[src/rtl/smbus_regs_pkg.sv]
// Shared encodings and helpers for the SMBus register bank.
// Register kinds are resolved at elaboration time from the RW/W1C masks.
package smbus_regs_pkg;

  localparam logic [1:0] KIND_RO  = 2'd0;
  localparam logic [1:0] KIND_RW  = 2'd1;
  localparam logic [1:0] KIND_W1C = 2'd2;

  localparam int DEFAULT_DATA_W = 8;
  localparam int MAX_REGS       = 256;

  // RW takes precedence if a mask pair is misconfigured with an overlap
  function automatic logic [1:0] kind_of(input int i,
                                         input logic [MAX_REGS-1:0] rwMask,
                                         input logic [MAX_REGS-1:0] w1cMask);
    logic [7:0] idx;
    idx = 8'(i);
    if (rwMask[idx]) return KIND_RW;
    if (w1cMask[idx]) return KIND_W1C;
    return KIND_RO;
  endfunction

endpackage

[src/rtl/smbus_reg_cell.sv]
// One bank register: RO status mirror, RW control or W1C sticky event.
// Emits a one-cycle write strobe for every accepted write regardless of kind.
module smbus_reg_cell
  import smbus_regs_pkg::*;
#(
  parameter logic [1:0]        KIND    = KIND_RO,
  parameter int                DATA_W  = DEFAULT_DATA_W,
  parameter logic [DATA_W-1:0] RST_VAL = '0
) (
  input  logic              CLK_IN,
  input  logic              RESET,
  input  logic              wrSel,
  input  logic [DATA_W-1:0] wrData,
  input  logic [DATA_W-1:0] statusIn,
  output logic [DATA_W-1:0] value,
  output logic              wrStb
);

  logic unusedSink;
  assign unusedSink = ^{statusIn, wrData};

  always_ff @(posedge CLK_IN) begin
    if (RESET) wrStb <= 1'b0;
    else       wrStb <= wrSel;
  end

  if (KIND == KIND_RW) begin : gRw
    always_ff @(posedge CLK_IN) begin
      if (RESET)      value <= RST_VAL;
      else if (wrSel) value <= wrData;
    end
  end else begin : gSampled
    logic [DATA_W-1:0] sampleQ;

    always_ff @(posedge CLK_IN) begin
      if (RESET) sampleQ <= '0;
      else       sampleQ <= statusIn;
    end

    if (KIND == KIND_W1C) begin : gW1c
      logic [DATA_W-1:0] clrBits;
      assign clrBits = wrSel ? wrData : '0;

      // Clear is applied before the OR so a coincident event stays latched
      always_ff @(posedge CLK_IN) begin
        if (RESET) value <= '0;
        else       value <= (value & ~clrBits) | sampleQ;
      end
    end else begin : gRo
      assign value = sampleQ;
    end
  end

endmodule

[src/rtl/smbus_reg_bank.sv]
// SMBus-facing register bank: command pointer with optional auto-increment,
// registered read mux, per-register write strobes and a W1C interrupt summary.
module smbus_reg_bank
  import smbus_regs_pkg::*;
#(
  parameter int                         NUM_REGS = 32,
  parameter int                         ADDR_W   = 8,
  parameter int                         DATA_W   = DEFAULT_DATA_W,
  parameter logic [NUM_REGS-1:0]        RW_MASK  = '0,
  parameter logic [NUM_REGS-1:0]        W1C_MASK = '0,
  parameter logic [NUM_REGS*DATA_W-1:0] RST_VAL  = '0,
  parameter bit                         AUTO_INC = 1'b1,
  parameter logic [DATA_W-1:0]          UNMAP_RD = '1
) (
  input  logic                       CLK_IN,
  input  logic                       RESET,
  input  logic [ADDR_W-1:0]          I2C_CMD,
  input  logic                       I2C_CMD_VLD,
  input  logic [DATA_W-1:0]          I2C_DAT_I,
  input  logic                       I2C_WREN,
  input  logic                       I2C_RDEN,
  output logic [DATA_W-1:0]          I2C_DAT_O,
  input  logic [NUM_REGS*DATA_W-1:0] iREG_IN,
  output logic [NUM_REGS*DATA_W-1:0] oREG_OUT,
  output logic [NUM_REGS-1:0]        oWR_STB,
  output logic                       oIRQ
);

  logic [ADDR_W-1:0] ptr;
  logic              ptrInRange;
  logic              ptrLast;
  logic              access;
  logic              wrAccept;
  logic [NUM_REGS-1:0] wrSel;
  logic [NUM_REGS-1:0] irqBits;
  logic [DATA_W-1:0]   regVal [NUM_REGS];
  logic [DATA_W-1:0]   rdMux;

  // Widened compare keeps NUM_REGS == 2**ADDR_W from overflowing
  assign ptrInRange = ({1'b0, ptr} < (ADDR_W+1)'(NUM_REGS));
  assign ptrLast    = (ptr == ADDR_W'(NUM_REGS - 1));
  assign access     = (I2C_WREN || I2C_RDEN) && !I2C_CMD_VLD;
  assign wrAccept   = I2C_WREN && !I2C_CMD_VLD && ptrInRange;

  always_ff @(posedge CLK_IN) begin
    if (RESET) begin
      ptr <= '0;
    end else if (I2C_CMD_VLD) begin
      ptr <= I2C_CMD;
    end else if (access && AUTO_INC) begin
      if (ptrLast)         ptr <= '0;
      else if (ptrInRange) ptr <= ptr + 1'b1;
    end
  end

  for (genvar i = 0; i < NUM_REGS; i++) begin : gCell
    localparam logic [1:0] KIND = kind_of(i, MAX_REGS'(RW_MASK), MAX_REGS'(W1C_MASK));

    assign wrSel[i] = wrAccept && (ptr == ADDR_W'(i));

    smbus_reg_cell #(
      .KIND    (KIND),
      .DATA_W  (DATA_W),
      .RST_VAL (RST_VAL[i*DATA_W +: DATA_W])
    ) uCell (
      .CLK_IN   (CLK_IN),
      .RESET    (RESET),
      .wrSel    (wrSel[i]),
      .wrData   (I2C_DAT_I),
      .statusIn (iREG_IN[i*DATA_W +: DATA_W]),
      .value    (regVal[i]),
      .wrStb    (oWR_STB[i])
    );

    assign oREG_OUT[i*DATA_W +: DATA_W] = regVal[i];
    assign irqBits[i] = (KIND == KIND_W1C) && (|regVal[i]);
  end

  always_comb begin
    rdMux = UNMAP_RD;
    for (int i = 0; i < NUM_REGS; i++) begin
      if (ptr == ADDR_W'(i)) rdMux = regVal[i];
    end
  end

  always_ff @(posedge CLK_IN) begin
    if (RESET) begin
      I2C_DAT_O <= '0;
      oIRQ      <= 1'b0;
    end else begin
      I2C_DAT_O <= rdMux;
      oIRQ      <= |irqBits;
    end
  end

endmodule
[config.mk]
export PLATFORM = sky130hd
export DESIGN_NAME = smbus_reg_bank
export DESIGN_NICKNAME = d
export VERILOG_FILES = /design/src/rtl/smbus_regs_pkg.sv /design/src/rtl/smbus_reg_cell.sv /design/src/rtl/smbus_reg_bank.sv
export SDC_FILE = /design/constraint.sdc
export NUM_CORES = 1
export LEC_CHECK = 0
export ABC_AREA = 1
export CAP_MARGIN = 20
export CELL_PAD_IN_SITES_DETAIL_PLACEMENT = 0
export CELL_PAD_IN_SITES_GLOBAL_PLACEMENT = 1
export CORE_AREA = 2 2 223 225
export CTS_CLUSTER_DIAMETER = 40
export DETAILED_ROUTE_END_ITERATION = 8
export DIE_AREA = 0 0 225 227
export PLACE_DENSITY = 0.75
export SLEW_MARGIN = 20
export SYNTH_ARGS = -nofsm -noshare
export SYNTH_HDL_FRONTEND = slang
export SYNTH_SLANG_ARGS = --single-unit
export TNS_END_PERCENT = 50
[constraint.sdc]
create_clock -name CLK_IN -period 2.8 [get_ports CLK_IN]
set_input_delay 0.28 -clock CLK_IN [delete_from_list [all_inputs] [get_ports CLK_IN]]
set_output_delay 0.28 -clock CLK_IN [all_outputs]
set_load 0.1 [all_outputs]
Fig. 1: run 1, metal 3
The bar under the picture is 50 um long.
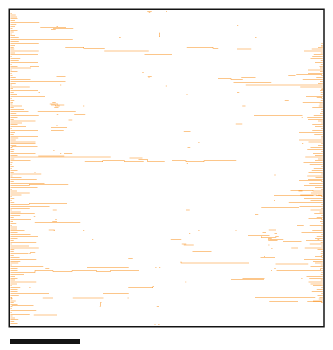
The wires run mostly horizontal. 356 nets have wire on it. The layer holds 6.6% of the routed length. The longest straight run is 71.8 um. The layer carries 3480 um of wire.
met3 track demand over resource: 4.969%
detailed-route wire length: 52.63 mm

Fig. 2: run 1, signal wires on met2
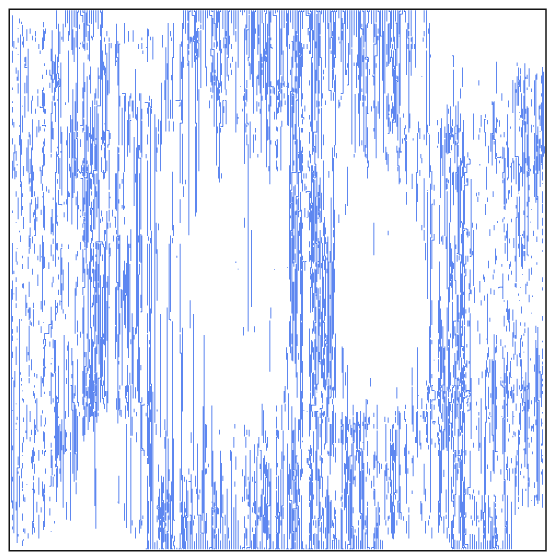
The longest straight run is 130 um. The wires run mostly vertical. The layer holds 51% of the routed length.
GR Layer Usage met2: 36.97%
total number of vias: 12.48k

Fig. 3: run 1, met4 routing
The bar under the picture is 50 um long.
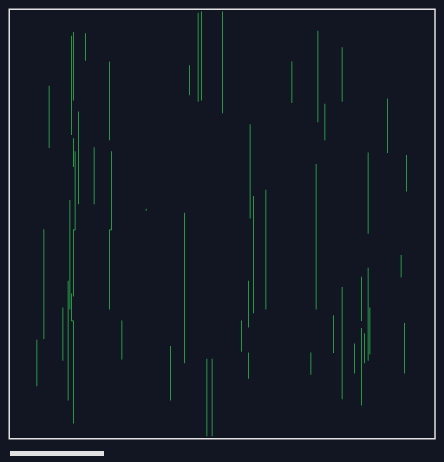
The wires run mostly vertical. 31 nets have wire on it. The layer carries 1920 um of wire.

Fig. 4: run 1, the clock network
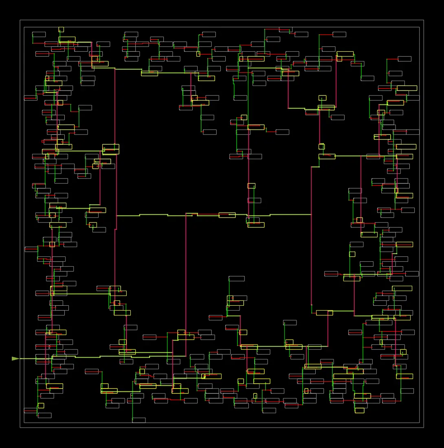
clock buffer count in the final layout: 55
clock group power: 6.47 mW
number of buffers created by CTS: 52

==> impl_results.rst, run 1 <==
Physical design figures
=======================

.. list-table::
   :header-rows: 1

   * - Metric
     - Value
   * - Reg-to-Reg Start
     - ptr[1]
   * - Critical Path Slowest Stage Cell
     - dfxtp_2
   * - Final setup violation count
     - 8
   * - Post-route clock period utilization
     - 126.9%
   * - Leakage power
     - 10.73 nW
   * - Worst Hold End
     - gCell[15].uCell.value[1]
   * - Synth async-reset ratio
     - 0%
   * - Area share of the largest cell type after synthesis
     - 50.70%
   * - Netlist area before placement
     - 12000 um2
   * - Cts repair resizes
     - 80
   * - I/O pin total
     - 574
   * - Min setup slack post-route
     - -0.7525 ns
   * - Yosys-reported design area after synthesis
     - 12000 um2
   * - Yosys warnings
     - 0
   * - Sw frac
     - 35.42%
   * - Die outline width
     - 225 um
   * - Outcome
     - finished, violations left
   * - Largest reg by FF count
     - gCell.uCell.value
   * - Top Layout Cells
     - buf_4, nor2_1, inv_1
   * - Initial core utilization
     - 24.72%
   * - Average wire length per cell after detail routing
     - 17.35 um
   * - Combinational group power
     - 3.73 mW
   * - Final weighted congestion in routability-driven placement
     - 0.8483
   * - Slew margin rel.
     - 54.56%
   * - Syn avg cell area
     - 7.140 um2
   * - Power per unit of standard cell area
     - 718.9 nW/um2
   * - CTS tree
     - built
   * - Failing checks
     - negative setup slack
==> run 1: critical path: cells and delay by family (launching register included) <==
family	cells	cell delay (ns)
simple gates	19	1.62
fa+ha+maj	1	0.15
compound gates	7	0.74
flops	1	0.33
buf+inv	7	0.60
==> run 1: cell type report <==
class | count | area, um2
inverter | 342 | 1305
clock inverter | 43 | 454.2
fill | 4868 | 27740
timing repair buffer | 723 | 6222
sequential | 304 | 6105
multi-input combinational | 945 | 4597
tap | 622 | 778.2
clock buffer | 55 | 1344
==> run 1: metal layers <==
| layer | vias up | global-route usage, % | share of wire, % |
|---|---|---|---|
| met4 | 2 | 7.755 | 3.6 |
| met2 | 471 | 36.97 | 51 |
| li1 | 6303 | - | - |
| met1 | 5594 | 21.18 | 39 |
| met3 | 114 | 4.969 | 6.6 |
| met5 | - | 0 | 0.025 |
==> run 1 -> run 2 <==
--- a/config.mk
+++ b/config.mk
@@ -14,7 +14,7 @@
 export DETAILED_ROUTE_END_ITERATION = 8
 export DIE_AREA = 0 0 225 227
 export PLACE_DENSITY = 0.75
-export SLEW_MARGIN = 20
+export SLEW_MARGIN = 30
 export SYNTH_ARGS = -nofsm -noshare
 export SYNTH_HDL_FRONTEND = slang
 export SYNTH_SLANG_ARGS = --single-unit
Fig. 5: run 2, signal wires on met2
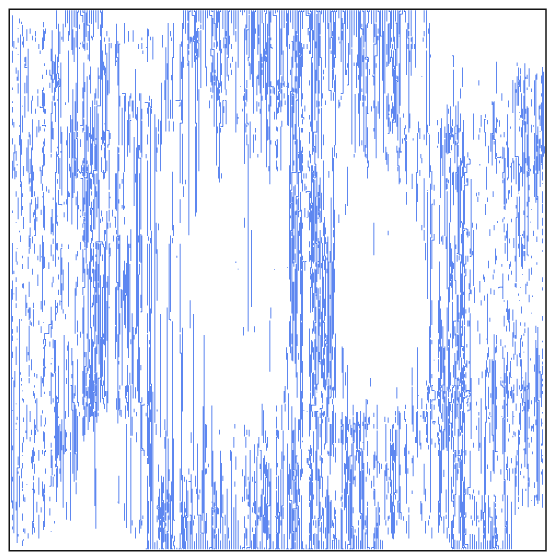
The layer holds 51% of the routed length. 2145 nets have wire on it. The wires run mostly vertical.

==> impl_results.rst, run 2 <==
Physical design figures
=======================

.. list-table::
   :header-rows: 1

   * - Metric
     - Value
   * - Yosys-reported design area after synthesis
     - 12000 um2
   * - Critical Path Slowest Stage Cell
     - dfxtp_2
   * - Power per unit of standard cell area
     - 718.9 nW/um2
   * - Min setup slack post-route
     - -0.7525 ns
   * - Logic area
     - 4597 um2
   * - Failing checks
     - negative setup slack
   * - Final setup violation count
     - 8
   * - Number of buffers created by CTS
     - 52
   * - Met1 GRT Util
     - 21.18%
   * - Leakage power
     - 10.73 nW
   * - Average wire length per cell after detail routing
     - 17.35 um
   * - Slew margin rel.
     - 54.56%
   * - Syn avg cell area
     - 7.140 um2
   * - Area share of the largest cell type after synthesis
     - 50.70%
   * - Post-route clock period utilization
     - 126.9%
   * - Total number of vias
     - 12.48k
   * - Final weighted congestion in routability-driven placement
     - 0.8483
   * - Storage cell area
     - 6105 um2
   * - Synth async-reset ratio
     - 0%
   * - Layout filler cell count
     - 4868
   * - Die outline width
     - 225 um
   * - Top Layout Cells
     - buf_4, nor2_1, inv_1
   * - Outcome
     - finished, violations left
Fig. 6: run 2, the clock network
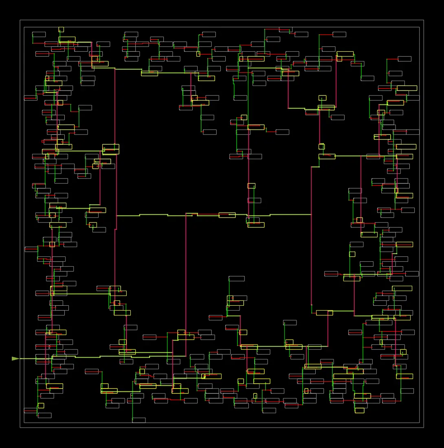
TritonCTS sink count: 304
worst-case clock skew: 0.01580 ns

[run 2: cell counts in the layout (fill, tap and decap cells not counted)]
No cell type changed its count.
[run 2: metal layers]
metal / vias up / wire length [um]
met5: - / 13
li1: 6303 / -
met3: 114 / 3483
met2: 471 / 26740
met4: 2 / 1919
met1: 5594 / 20480
[run 2: area by class of cell]
type | count | share of cell area, %
clock inverter | 43 | 2.183
sequential | 304 | 29.34
tap | 622 | 3.741
clock buffer | 55 | 6.459
timing repair buffer | 723 | 29.91
multi-input combinational | 945 | 22.10
inverter | 342 | 6.273
[run 2: what timing repair did]
action                                  in CTS  in global routing
endpoints found under the setup margin       8                  8
setup buffers                                8                  8
pin swaps                                   53                 74
cloned                                       0                  0
hold buffers                                 0                  0
gates resized                               80                 78
Fig. 7: run 2, metal 3
The bar under the picture is 50 um long.
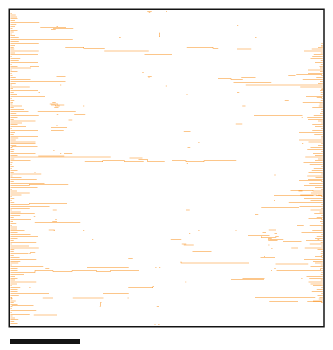

==> run 2 -> run 3 <==
--- a/config.mk
+++ b/config.mk
@@ -9,11 +9,11 @@
 export CAP_MARGIN = 20
 export CELL_PAD_IN_SITES_DETAIL_PLACEMENT = 0
 export CELL_PAD_IN_SITES_GLOBAL_PLACEMENT = 1
-export CORE_AREA = 2 2 223 225
+export CORE_AREA = 2 2 222 224
 export CTS_CLUSTER_DIAMETER = 40
 export DETAILED_ROUTE_END_ITERATION = 8
-export DIE_AREA = 0 0 225 227
-export PLACE_DENSITY = 0.75
+export DIE_AREA = 0 0 224 226
+export PLACE_DENSITY = 0.73
 export SLEW_MARGIN = 30
 export SYNTH_ARGS = -nofsm -noshare
 export SYNTH_HDL_FRONTEND = slang
==> constraint.sdc (replaced) <==
create_clock -name CLK_IN -period 4.2 [get_ports CLK_IN]
set_input_delay 0.42 -clock CLK_IN [delete_from_list [all_inputs] [get_ports CLK_IN]]
set_output_delay 0.42 -clock CLK_IN [all_outputs]
set_load 0.1 [all_outputs]
Fig. 8: run 3, metal 3
The bar under the picture is 50 um long.
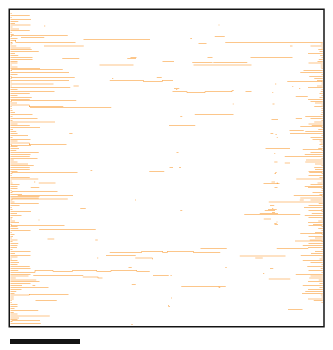
The wires run mostly horizontal. The layer carries 4120 um of wire.
detailed-route wire length: 49.85 mm
total number of vias: 11.89k
met3 track demand over resource: 6.714%

==> impl_results.rst, run 3 <==
Physical design figures
=======================

.. list-table::
   :header-rows: 1

   * - Metric
     - Value
   * - Slew margin rel.
     - 30.56%
   * - I/O pin total
     - 574
   * - Die outline width
     - 224 um
   * - CTS tree
     - built
   * - Initial core utilization
     - 24.83%
   * - Clock buffer count in the final layout
     - 60
   * - Netlist area before placement
     - 12000 um2
   * - Critical Path Slowest Stage Cell
     - dfxtp_2
   * - Signal buffers share of area
     - 28.84%
   * - Min setup slack post-route
     - 0.2340 ns
   * - Top Layout Cells
     - clkdlybuf4s50_1, nor2_1, inv_1
   * - Placeable core region
     - 48340 um2
   * - Combinational fraction of the cell area
     - 21.35%
   * - Average wire length per cell after detail routing
     - 17.20 um
   * - Met2 Wirelength
     - 24.80 mm
   * - Proportion of cell area occupied by registers
     - 30.47%
   * - Met3 wire length
     - 4.124 mm
   * - Clock group power
     - 4.28 mW
   * - Leakage power
     - 9.500 nW
   * - Area share of the largest cell type after synthesis
     - 50.70%
   * - Buffers inserted by post-CTS timing repair
     - 0
   * - Worst Hold End
     - gCell[20].uCell.value[1]
   * - TAP cells
     - 622
   * - Busiest layer in global routing
     - met2
   * - Cts repair resizes
     - 7
   * - Largest reg by FF count
     - gCell.uCell.value
   * - Outcome
     - finished clean
   * - Clock-cell share of area
     - 8.940%
   * - TritonCTS sink count
     - 304
   * - Combinational group power
     - 2.37 mW
   * - Biggest Area Class
     - flip-flops and latches
   * - Yosys warnings
     - 0
   * - Storage cell area
     - 6090 um2
   * - Number of buffers created by CTS
     - 52
   * - GR Layer Usage met2
     - 34.79%
   * - Post-cts hold buffer count
     - 0
   * - Yosys-reported design area after synthesis
     - 12000 um2
   * - Final setup violation count
     - 0
   * - Logic area
     - 4268 um2
   * - Number of ordinary inverters in the final layout
     - 342
   * - Sw frac
     - 34.65%
   * - Number of signal-net buffers in the layout
     - 590
   * - Final hold slack
     - 0.2652 ns
Fig. 9: run 3, the clock network
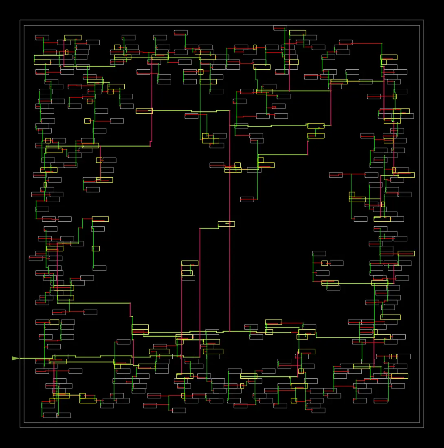
worst-case clock skew: 0.02041 ns
sequential cells: 304
clock latency on the worst-skew pair: 0.58 ns

run 3: cell counts after synthesis:
No cell type changed its count.
run 3: logic make-up (layout without fill, tap and decap cells):
kind of cell             after synthesis  after routing  synth area share, %
AND/OR/NAND/NOR                      817            817                28.29
buffers and inverters                432           1027                15.03
flip-flops                           304            304                50.70
AND-OR/OR-AND                        122            122                5.452
adder cells (fa/ha/maj)                4              4               0.4170
other                                  1              1              0.03124
XOR/XNOR                               1              1              0.07298
run 3: worst max-delay path, delay by kind of cell (launching register included):
kind / cells / cell delay [ns]
DFF: 1 / 0.36
adders and majority gates: 1 / 0.18
and+or+nand+nor: 28 / 2.27
AOI/OAI and AO/OA: 6 / 0.70
buffers and inverters: 4 / 0.39
Power is estimated from default activity; no workload was simulated.
